==> src/rtl/operand_fetch.sv <==
// rtl/operand_fetch.sv - operand fetch stage with pending-write scoreboard
// Reads two sources from the register file and stalls on pending writebacks.
module operand_fetch #(
  parameter int N = 16,
  parameter int M = 4,
  parameter int O = 16
) (
  input  logic         clk,
  input  logic         rst,
  input  logic         in_valid,
  output logic         in_ready,
  input  logic [M-1:0] in_rd,
  input  logic [M-1:0] in_rs,
  input  logic [M-1:0] in_rt,
  input  logic         in_rd_we,
  input  logic         in_rs_used,
  input  logic         in_rt_used,
  output logic [M-1:0] rf_readAddr0,
  output logic [M-1:0] rf_readAddr1,
  input  logic [N-1:0] rf_dOut0,
  input  logic [N-1:0] rf_dOut1,
  output logic         out_valid,
  input  logic         out_ready,
  output logic [N-1:0] out_a,
  output logic [N-1:0] out_b,
  output logic [M-1:0] out_rd,
  output logic         out_rd_we,
  input  logic         wb_valid,
  input  logic [M-1:0] wb_addr,
  output logic [15:0]  stall_count
);

  typedef enum logic {RUN, STALL} cycle_state_t;

  logic [O-1:0] pending;
  logic [O-1:0] pending_nxt;
  logic         hazard;
  logic         slot_free;
  logic         accept;
  cycle_state_t cycle_state;

  assign rf_readAddr0 = in_rs;
  assign rf_readAddr1 = in_rt;

  always_comb begin
    hazard    = (in_rs_used & pending[in_rs]) |
                (in_rt_used & pending[in_rt]) |
                (in_rd_we   & pending[in_rd]);
    slot_free = !out_valid | out_ready;
    in_ready  = slot_free & !hazard;
    accept    = in_valid & in_ready;
  end

  // Only hazard stalls are counted; plain backpressure stays in RUN.
  always_comb begin
    cycle_state = RUN;
    if (in_valid && hazard && slot_free) begin
      cycle_state = STALL;
    end
  end

  // Set is applied after clear so a new writer keeps ownership.
  always_comb begin
    pending_nxt = pending;
    if (wb_valid) begin
      pending_nxt[wb_addr] = 1'b0;
    end
    if (accept && in_rd_we) begin
      pending_nxt[in_rd] = 1'b1;
    end
  end

  always_ff @(posedge clk) begin
    if (rst) begin
      pending     <= '0;
      out_valid   <= 1'b0;
      out_a       <= '0;
      out_b       <= '0;
      out_rd      <= '0;
      out_rd_we   <= 1'b0;
      stall_count <= '0;
    end else begin
      pending <= pending_nxt;
      if (accept) begin
        out_valid <= 1'b1;
        out_a     <= rf_dOut0;
        out_b     <= rf_dOut1;
        out_rd    <= in_rd;
        out_rd_we <= in_rd_we;
      end else if (out_ready) begin
        out_valid <= 1'b0;
      end
      if (cycle_state == STALL && stall_count != 16'hFFFF) begin
        stall_count <= stall_count + 16'd1;
      end
    end
  end

endmodule

==> config.mk <==
export PLATFORM = sky130hd
export DESIGN_NAME = operand_fetch
export DESIGN_NICKNAME = d
export VERILOG_FILES = /design/src/rtl/operand_fetch.sv
export SDC_FILE = /design/constraint.sdc
export NUM_CORES = 1
export LEC_CHECK = 0
export ABC_AREA = 1
export CORE_ASPECT_RATIO = 1.1
export CORE_MARGIN = 3
export CORE_UTILIZATION = 50
export DETAILED_ROUTE_END_ITERATION = 6
export PLACE_DENSITY = 0.89
export SETUP_SLACK_MARGIN = 0.02
export SYNTH_ARGS = -nofsm -noshare
export SYNTH_HDL_FRONTEND = slang
export SYNTH_SLANG_ARGS = --single-unit
==> constraint.sdc <==
create_clock -name clk -period 4.75 [get_ports clk]
set_clock_uncertainty 0.15 [all_clocks]
set_input_delay 1.425 -clock clk [delete_from_list [all_inputs] [get_ports clk]]
set_output_delay 1.425 -clock clk [all_outputs]
set_load 0.05 [all_outputs]
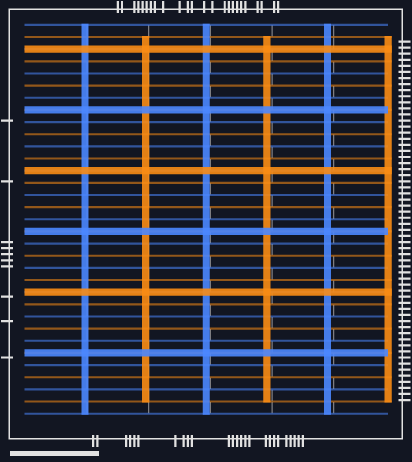
**Above:** run 1 (PDN straps and rails).
Bar = 20 um. Pins as bars on the die edge. Tap cells in gray.
Key: orange = VDD; blue = VSS
119 signal pins sit on the boundary. 6 straps on met4. 33 met1 rails follow the rows. 6 straps on met5. 85 tap cells.
core region area: 0.00709 sq mm
die extent in y: 95.8 um
overall die width: 87.6 um

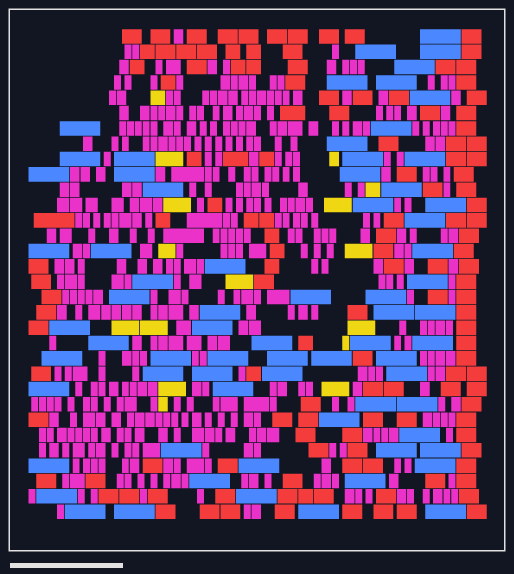
**Above:** run 1 (placement by cell class).
Bar = 20 um.
Key: blue = registers [cells 70]; yellow = clock drivers and dummy loads [cells 16]; magenta = remaining logic cells [cells 464]; red = remaining buffers and delay cells [cells 133]
post-layout utilization of the core: 71.1%
Std-Cell Rows: 32

==> run notes, run 1 <==
Implementation results.

In the final report, the number of pins over their slew limit comes to 0. The first-iteration detailed-routing DRC count is 204. The synthesized net count is 622. The warning total across the stage logs is 26.

The yosys-reported design area after synthesis is 0.00367 sq mm. In this run, synthesis inferred 0 flip-flops with an integrated enable. The number of cells on the worst reg-to-reg path is 13.

Per the power-grid run, VDD falls by no more than 215 uV. The mean routed wirelength per cell is 13.9 um. The summed instance area of the synthesized netlist is 0.00367 sq mm.

The synthesis-to-layout area growth is 37.4%. Per the GRT congestion report, total overflow comes to 0. TritonCTS built the clock tree. The worst path meets setup with 0.177 ns of slack.

The chip occupies 0.00840 sq mm. The slew check shows that the tightest pin keeps a relative margin of 51.6%. STA classifies the critical path endpoint as an output pin. On the worst setup and hold paths after CTS, the clock-pin slew comes to 0.08 ns. The worst setup path category is in2out. The longest incremental delay of any stage on the critical path is reported as 0.44 ns. For reference, the critical path cell chain is clkdlybuf4s50_1, inv_1, nand2_1, nand3_1, nand2_1, nand2_1, nand3_1, nand3_1, nand3_4, nor2_8, buf_12. The flop-to-flop setup slack is 2.43 ns.

During I/O placement, the number of pins put on the boundary was 119. The detailed-route DRC error count is 0. According to the dpl log, the detail-placed design has an HPWL of 7860 um. The OpenROAD report gives the critical path a required time of 3.17 ns.

The via density per instance is 5.27. The wire length of the first global-routing pass is 16900 um. The tally of buffers added on design ports is 118.

The TritonCTS buffer count is 9. In this run, the synthesized area fraction spent on AND-OR/OR-AND gates is recorded as 12.4%. The share of cell area taken by muxes after synthesis is 0%.

The achievable frequency is 219 MHz. According to the report, the first pass of detailed routing completed in 5 iterations. STA lists the startpoint of the worst register-to-register path as pending[3]$_SDFF_PP0_. Summed over all failing endpoints, the final setup total negative slack is 0 ns.

The count of hold-fix buffers inserted at cts is 0. The final antenna diode tally reported by the flow is 0. The sum of buffers and inverters on the critical path is 3. The final tally of hold violations is 0. The routed design could run at a clock period as short as 4.57 ns. The OpenROAD report gives the critical path a data arrival time of 3.00 ns.

Detailed routing inserted a total of 4047 vias. Setup repair after global routing left no endpoint under its margin. The largest net degree at the start of global routing is 44.

In this run the number of H-tree levels came out at 3. The design draws 1.50 mW. The worst path uses 96.3% of the clock period. The max capacitance violation total is 0. Of the cells placed in the final design, the portion with a size suffix greater than 1 is 6.44%. The cell with the biggest individual delay on the critical path is sky130_fd_sc_hd__clkdlybuf4s50_1. The endpoint identified for the worst register-to-register timing path is out_b[15]$_SDFFE_PP0P_. For reference, the critical path is launched at in_rt[0]. The count of distinct cell types in the synthesized netlist is 30. CTS reports a maximum clock tree buffer depth of 2.

After technology mapping, the gate count stands at 565. The number of antenna violations at the first check in global routing was 0. The run finished with clean final reports. The worst-case setup slack after placement is 0.0708 ns.

Dividing the synthesized area by the synthesized cell count gives 6.49 sq um. The number of cells after detailed placement is 751. The synthesized design contains 70 register bits. The number of nets in the layout is 735. The dominant register cell is sky130_fd_sc_hd__dfxtp_1. The number of endpoints failing setup at the final stage is 0. The buffer cell driving the clock tree root is sky130_fd_sc_hd__clkbuf_8. The number of non-filler instances in the completed layout is 768.

The proportion of synthesized flip-flops having asynchronous set or reset is 0%. The critical path endpoint is in_ready. Per the post-route antenna check, the number of violating nets is 0.
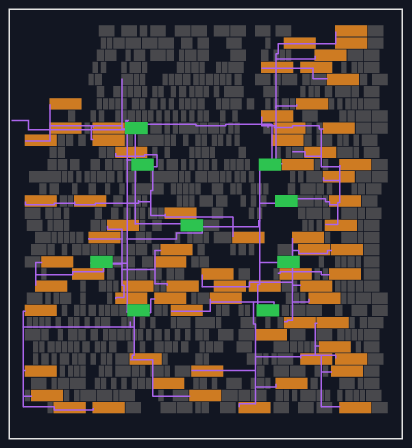
**Above:** run 1 (clock distribution).
Key: purple = clock wires [length 888 um]; orange = flip-flops [count 70]; green = clock-net drivers [count 9]
There are 10 routed clock nets.
clk pwr: 0.439 mW
Latency at later pin: 0.33 ns
fraction of power consumed by the clock network: 29.2%

==> run 1: layout by cell type (no fill, tap or decap), drive strengths merged <==
cell,instances
o21ai,59
ha,1
buf,20
clkinv,2
dlymetal6s2s,2
dfxtp,70
nor2,126
o21bai,2
xnor2,1
xor2,2
clkinvlp,2
nand2,127
nand3b,2
nor4,1
a21oi,22
nor3,5
inv,55
nand4,19
clkbuf,11
or2,1
clkdlybuf4s50,111
nand3,38
o31ai,4
==> run 1: sequential cells by signal, indices dropped and copies added (netlist names) <==
name and flops:
out_a 16, out_b 16, pending 16, stall_count 16, out_rd 4, out_rd_we 1, out_valid 1
==> run 1: area by class of cell <==
cell class	instances	area (sq um)
clock buffer	11	141
clock inverter	5	33.8
fill	578	2050
inverter	54	203
multi-input combinational	410	1850
sequential	70	1400
tap	85	106
timing repair buffer	133	1300
==> run 1: power breakdown <==
group          switching, mW  internal [mW]  leakage, nW  total (mW)
Combinational          0.270          0.154         1.45       0.424
Clock                  0.235          0.204       0.0857       0.439
Sequential            0.0191          0.621        0.573       0.640
==> run 1: cell usage after synthesis (4+ instances only) <==
cell                       number  area, sq um
sky130_fd_sc_hd__a21oi_1       22          110
sky130_fd_sc_hd__buf_2          4         20.0
sky130_fd_sc_hd__buf_4          9         67.6
sky130_fd_sc_hd__buf_6          7         78.8
sky130_fd_sc_hd__clkbuf_1      10         37.5
sky130_fd_sc_hd__dfxtp_1       70         1400
sky130_fd_sc_hd__inv_1         52          195
sky130_fd_sc_hd__nand2_1      125          469
sky130_fd_sc_hd__nand3_1       37          185
sky130_fd_sc_hd__nand4_1       19          119
sky130_fd_sc_hd__nor2_1       125          469
sky130_fd_sc_hd__nor3_1         4         20.0
sky130_fd_sc_hd__o21ai_0       29          145
sky130_fd_sc_hd__o21ai_1       29          145
sky130_fd_sc_hd__o31ai_1        4         30.0
==> run 1: layer usage <==
| metal | global-route usage (%) | vias to the layer above | part of all wire (%) |
|---|---|---|---|
| li1 | - | 2030 | - |
| met1 | 33.1 | 1788 | 43 |
| met2 | 42.3 | 209 | 46 |
| met3 | 4.20 | 20 | 9.2 |
| met4 | 6.78 | 0 | 1.6 |
| met5 | 0 | - | 0 |
==> run 1: worst min path at each step <==
stage                           start                endpoint  slack [ns]  depth (start not counted)
4_1_cts        out_rd_we$_SDFFE_PP0P_  out_rd_we$_SDFFE_PP0P_        0.32                          2
3_3_place_gp   out_rd_we$_SDFFE_PP0P_  out_rd_we$_SDFFE_PP0P_        0.31                          2
5_1_grt        out_rd[0]$_SDFFE_PP0P_  out_rd[0]$_SDFFE_PP0P_        0.36                          2
6_report       out_rd_we$_SDFFE_PP0P_  out_rd_we$_SDFFE_PP0P_        0.32                          2
3_5_place_dp   out_rd_we$_SDFFE_PP0P_  out_rd_we$_SDFFE_PP0P_        0.31                          2
2_1_floorplan  pending[12]$_SDFF_PP0_  pending[12]$_SDFF_PP0_        0.30                          2
==> run 1: metrics by stage <==
step	util [%]	instance area, sq um
finish	71.1	5040
global route	71.1	5040
CTS	70.9	5030
detailed placement	68.4	4850
global placement	68.4	4850
floorplan	-	3670
**Run 1: placed standard cells**

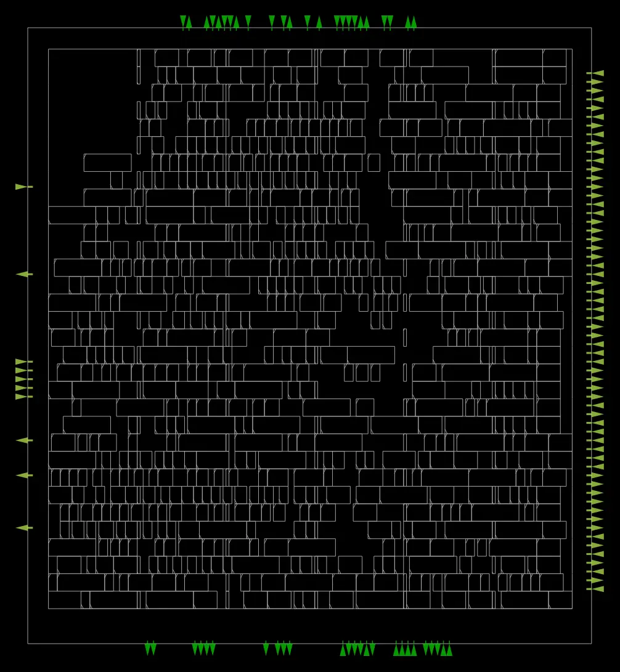

==> run 1 -> run 2 <==
--- a/config.mk
+++ b/config.mk
@@ -9,8 +9,10 @@
 export CORE_ASPECT_RATIO = 1.1
 export CORE_MARGIN = 3
 export CORE_UTILIZATION = 50
+export CTS_CLUSTER_DIAMETER = 50
 export DETAILED_ROUTE_END_ITERATION = 6
 export PLACE_DENSITY = 0.89
+export REMOVE_ABC_BUFFERS = 1
 export SETUP_SLACK_MARGIN = 0.02
 export SYNTH_ARGS = -nofsm -noshare
 export SYNTH_HDL_FRONTEND = slang
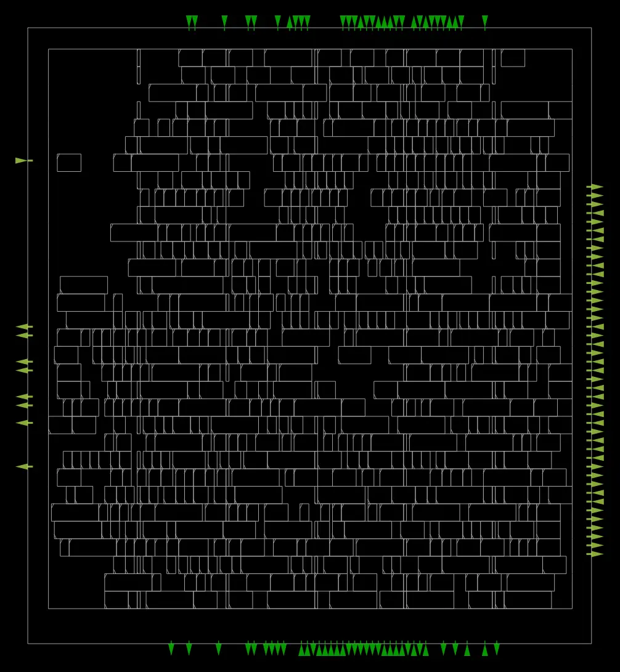
**Above:** run 2 (placed standard cells).
sequential cell count: 70
sequential cell area share: 27.7%
filler-free cell count of the finished design: 767
Tapcells: 85
post-layout utilization of the core: 71.4%

==> run notes, run 2 <==
Implementation results.

The yosys-reported design area after synthesis is 0.00367 sq mm (unchanged). The number of nets with antenna violations after detailed routing is 0 (unchanged). The area of the die is 0.00840 sq mm (unchanged). The critical path endpoint category is an output pin. The max capacitance violation total is 0 (unchanged). The number of enable-type register cells in the synthesized netlist was 0 (unchanged).

The via density per instance is 5.37 (+1.8%). The final cycle utilization of the critical path came to 96.6% (+0.36 points). The number of nets in the layout was 734 (-0.14%). The buffer cell driving the clock tree root is sky130_fd_sc_hd__clkbuf_8. The tally of buffers added on design ports came to 118 (unchanged). The most used flip-flop cell after synthesis is sky130_fd_sc_hd__dfxtp_1. The iteration count of the initial detailed-routing pass came to 5 (unchanged). The final setup TNS is 0 ns (unchanged). The final total power is 1.55 mW (+3.4%). The endpoint arrival time on the critical path was 3.02 ns (+0.02 ns). The power share of the clock group came to 31.6% (+2.4 points). The proportion of power drawn by combinational gates came to 27.3% (-0.9 points). The CTS tree is yes. Ranked by total cell area, the synthesized netlist is headed by sky130_fd_sc_hd__dfxtp_1, sky130_fd_sc_hd__nand2_1, sky130_fd_sc_hd__nor2_1. The number of fill cells is 546 (-5.5%). The count of distinct cell types in the synthesized netlist came to 30 (unchanged). The endpoint of the worst-slack reg-to-reg timing path is stall_count[2]$_SDFFE_PP0P_. The post-synthesis area per instance came to 6.49 sq um (unchanged). The number of top-level design ports is 119 (unchanged). The net switching share of the total power is 33.5% (-1.4 points). The share of the synthesized area in the top cell type is 38.2% (unchanged).

The wire length of the first global-routing pass is 17200 um (+2.0%). The startpoint of the lowest-slack hold path is pending[12]$_SDFF_PP0_. The clock latency reported for the late side of the worst-skew pair is 0.33 ns (about the same).

The count of mapped cells out of synthesis is 565 (unchanged). The clock-pin slew on the worst setup and hold paths is 0.08 ns (about the same). The cell accounting for the most synthesized area is sky130_fd_sc_hd__dfxtp_1. The worst-case clock buffer depth is 2 (unchanged). The number of endpoints failing setup at the final stage came to 0 (unchanged). For reference, the most critical setup path is categorized as in2out.

The switching power was 0.520 mW (-0.65%). The data required time of the worst path is 3.17 ns (about the same). The internal power is 1.03 mW (+5.6%). The largest net degree at the start of global routing is 38 (-14%). The die width was 87.6 um (unchanged). For hold timing, the worst endpoint is pending[12]$_SDFF_PP0_. The row count is 32 (unchanged). The run finished with clean final reports.

The summed instance area of the synthesized netlist came to 0.00367 sq mm (unchanged). The detailed-route DRC error count is 0 (unchanged). The register bit count reported by yosys was 70 (unchanged).

The proportion of synthesized flip-flops having asynchronous set or reset came to 0% (unchanged). The synthesis run shows the most used standard cells to be sky130_fd_sc_hd__nand2_1, sky130_fd_sc_hd__nor2_1, sky130_fd_sc_hd__dfxtp_1, sky130_fd_sc_hd__inv_1, sky130_fd_sc_hd__nand3_1. The estimated wirelength of the detail-placed design is 7880 um (+0.18%). The sum of overflow across all layers after global routing was 0 (unchanged).

The register area is 0.00140 sq mm (unchanged).
[run 2: cell counts after synthesis]
No cell type changed its count.
[run 2: power groups by stage]
stage | Sequential [mW] | Combinational [mW] | Clock [mW]
after floorplan | 0.768 | 0.115 | 0
after global placement | 0.652 | 0.416 | 0
after detailed placement | 0.654 | 0.423 | 0
after CTS | 0.640 | 0.425 | 0.496
after global routing | 0.644 | 0.454 | 0.525
final | 0.640 | 0.424 | 0.491
[run 2: cell type report]
| type | instances | area share [%] |
|---|---|---|
| sequential | 70 | 27.7 |
| clock inverter | 6 | 1.36 |
| timing repair buffer | 132 | 25.5 |
| tap | 85 | 2.10 |
| clock buffer | 10 | 2.72 |
| inverter | 54 | 4.01 |
| multi-input combinational | 410 | 36.6 |
[run 2: how the worst max path moves through the flow]
stage | start | to | slack [ns] | cells after the start
after floorplan | in_rd[0] | in_ready | 0.71 | 10
after global placement | in_rt[0] | in_ready | 0.12 | 11
after detailed placement | in_rt[0] | in_ready | 0.06 | 11
after CTS | in_rt[0] | in_ready | 0.05 | 11
after global routing | in_rs[0] | in_ready | 0.05 | 11
final | in_rs[0] | in_ready | 0.16 | 11
[run 2: per-stage QoR]
stage / cell area, sq um / instances
after CTS: 5060 / 767
after global placement: 4850 / 751
final: 5060 / 767
after detailed placement: 4850 / 751
after floorplan: 3460 / 534
after global routing: 5060 / 767
[run 2: layer usage]
metal | routed length [um] | track usage (%) | vias to the layer above
met5 | 0 | 0 | -
met4 | 357 | 11.5 | 0
met3 | 695 | 4.02 | 32
met2 | 5160 | 44.0 | 187
met1 | 4370 | 31.7 | 1868
li1 | - | - | 2029
[run 2: cells by family after synthesis]
group           share of synthesized area [%]
buf+inv                                  11.2
flops                                    38.2
compound gates                           12.4
xor+xnor                                0.717
fa+ha+maj                               0.341
simple gates                             37.1
[run 2: critical path, cell delays in order]
cell and delay, ns:
sky130_fd_sc_hd__clkdlybuf4s50_1 0.55, sky130_fd_sc_hd__buf_4 0.17, sky130_fd_sc_hd__nand2_1 0.07, sky130_fd_sc_hd__nand3_1 0.10
sky130_fd_sc_hd__nand2_1 0.07, sky130_fd_sc_hd__nand2_1 0.05, sky130_fd_sc_hd__nand3b_1 0.07, sky130_fd_sc_hd__nand3_1 0.14
sky130_fd_sc_hd__nand3_4 0.12, sky130_fd_sc_hd__nor2_8 0.11, sky130_fd_sc_hd__buf_12 0.14
[run 2: what timing repair did]
| action | 4_1_cts | 5_1_grt |
|---|---|---|
| hold buffers | 0 | 0 |
| gates resized | 0 | 1 |
| endpoints found under the setup margin | 0 | 1 |
Power figures rest on the tool's default switching activity, not on a simulated workload.
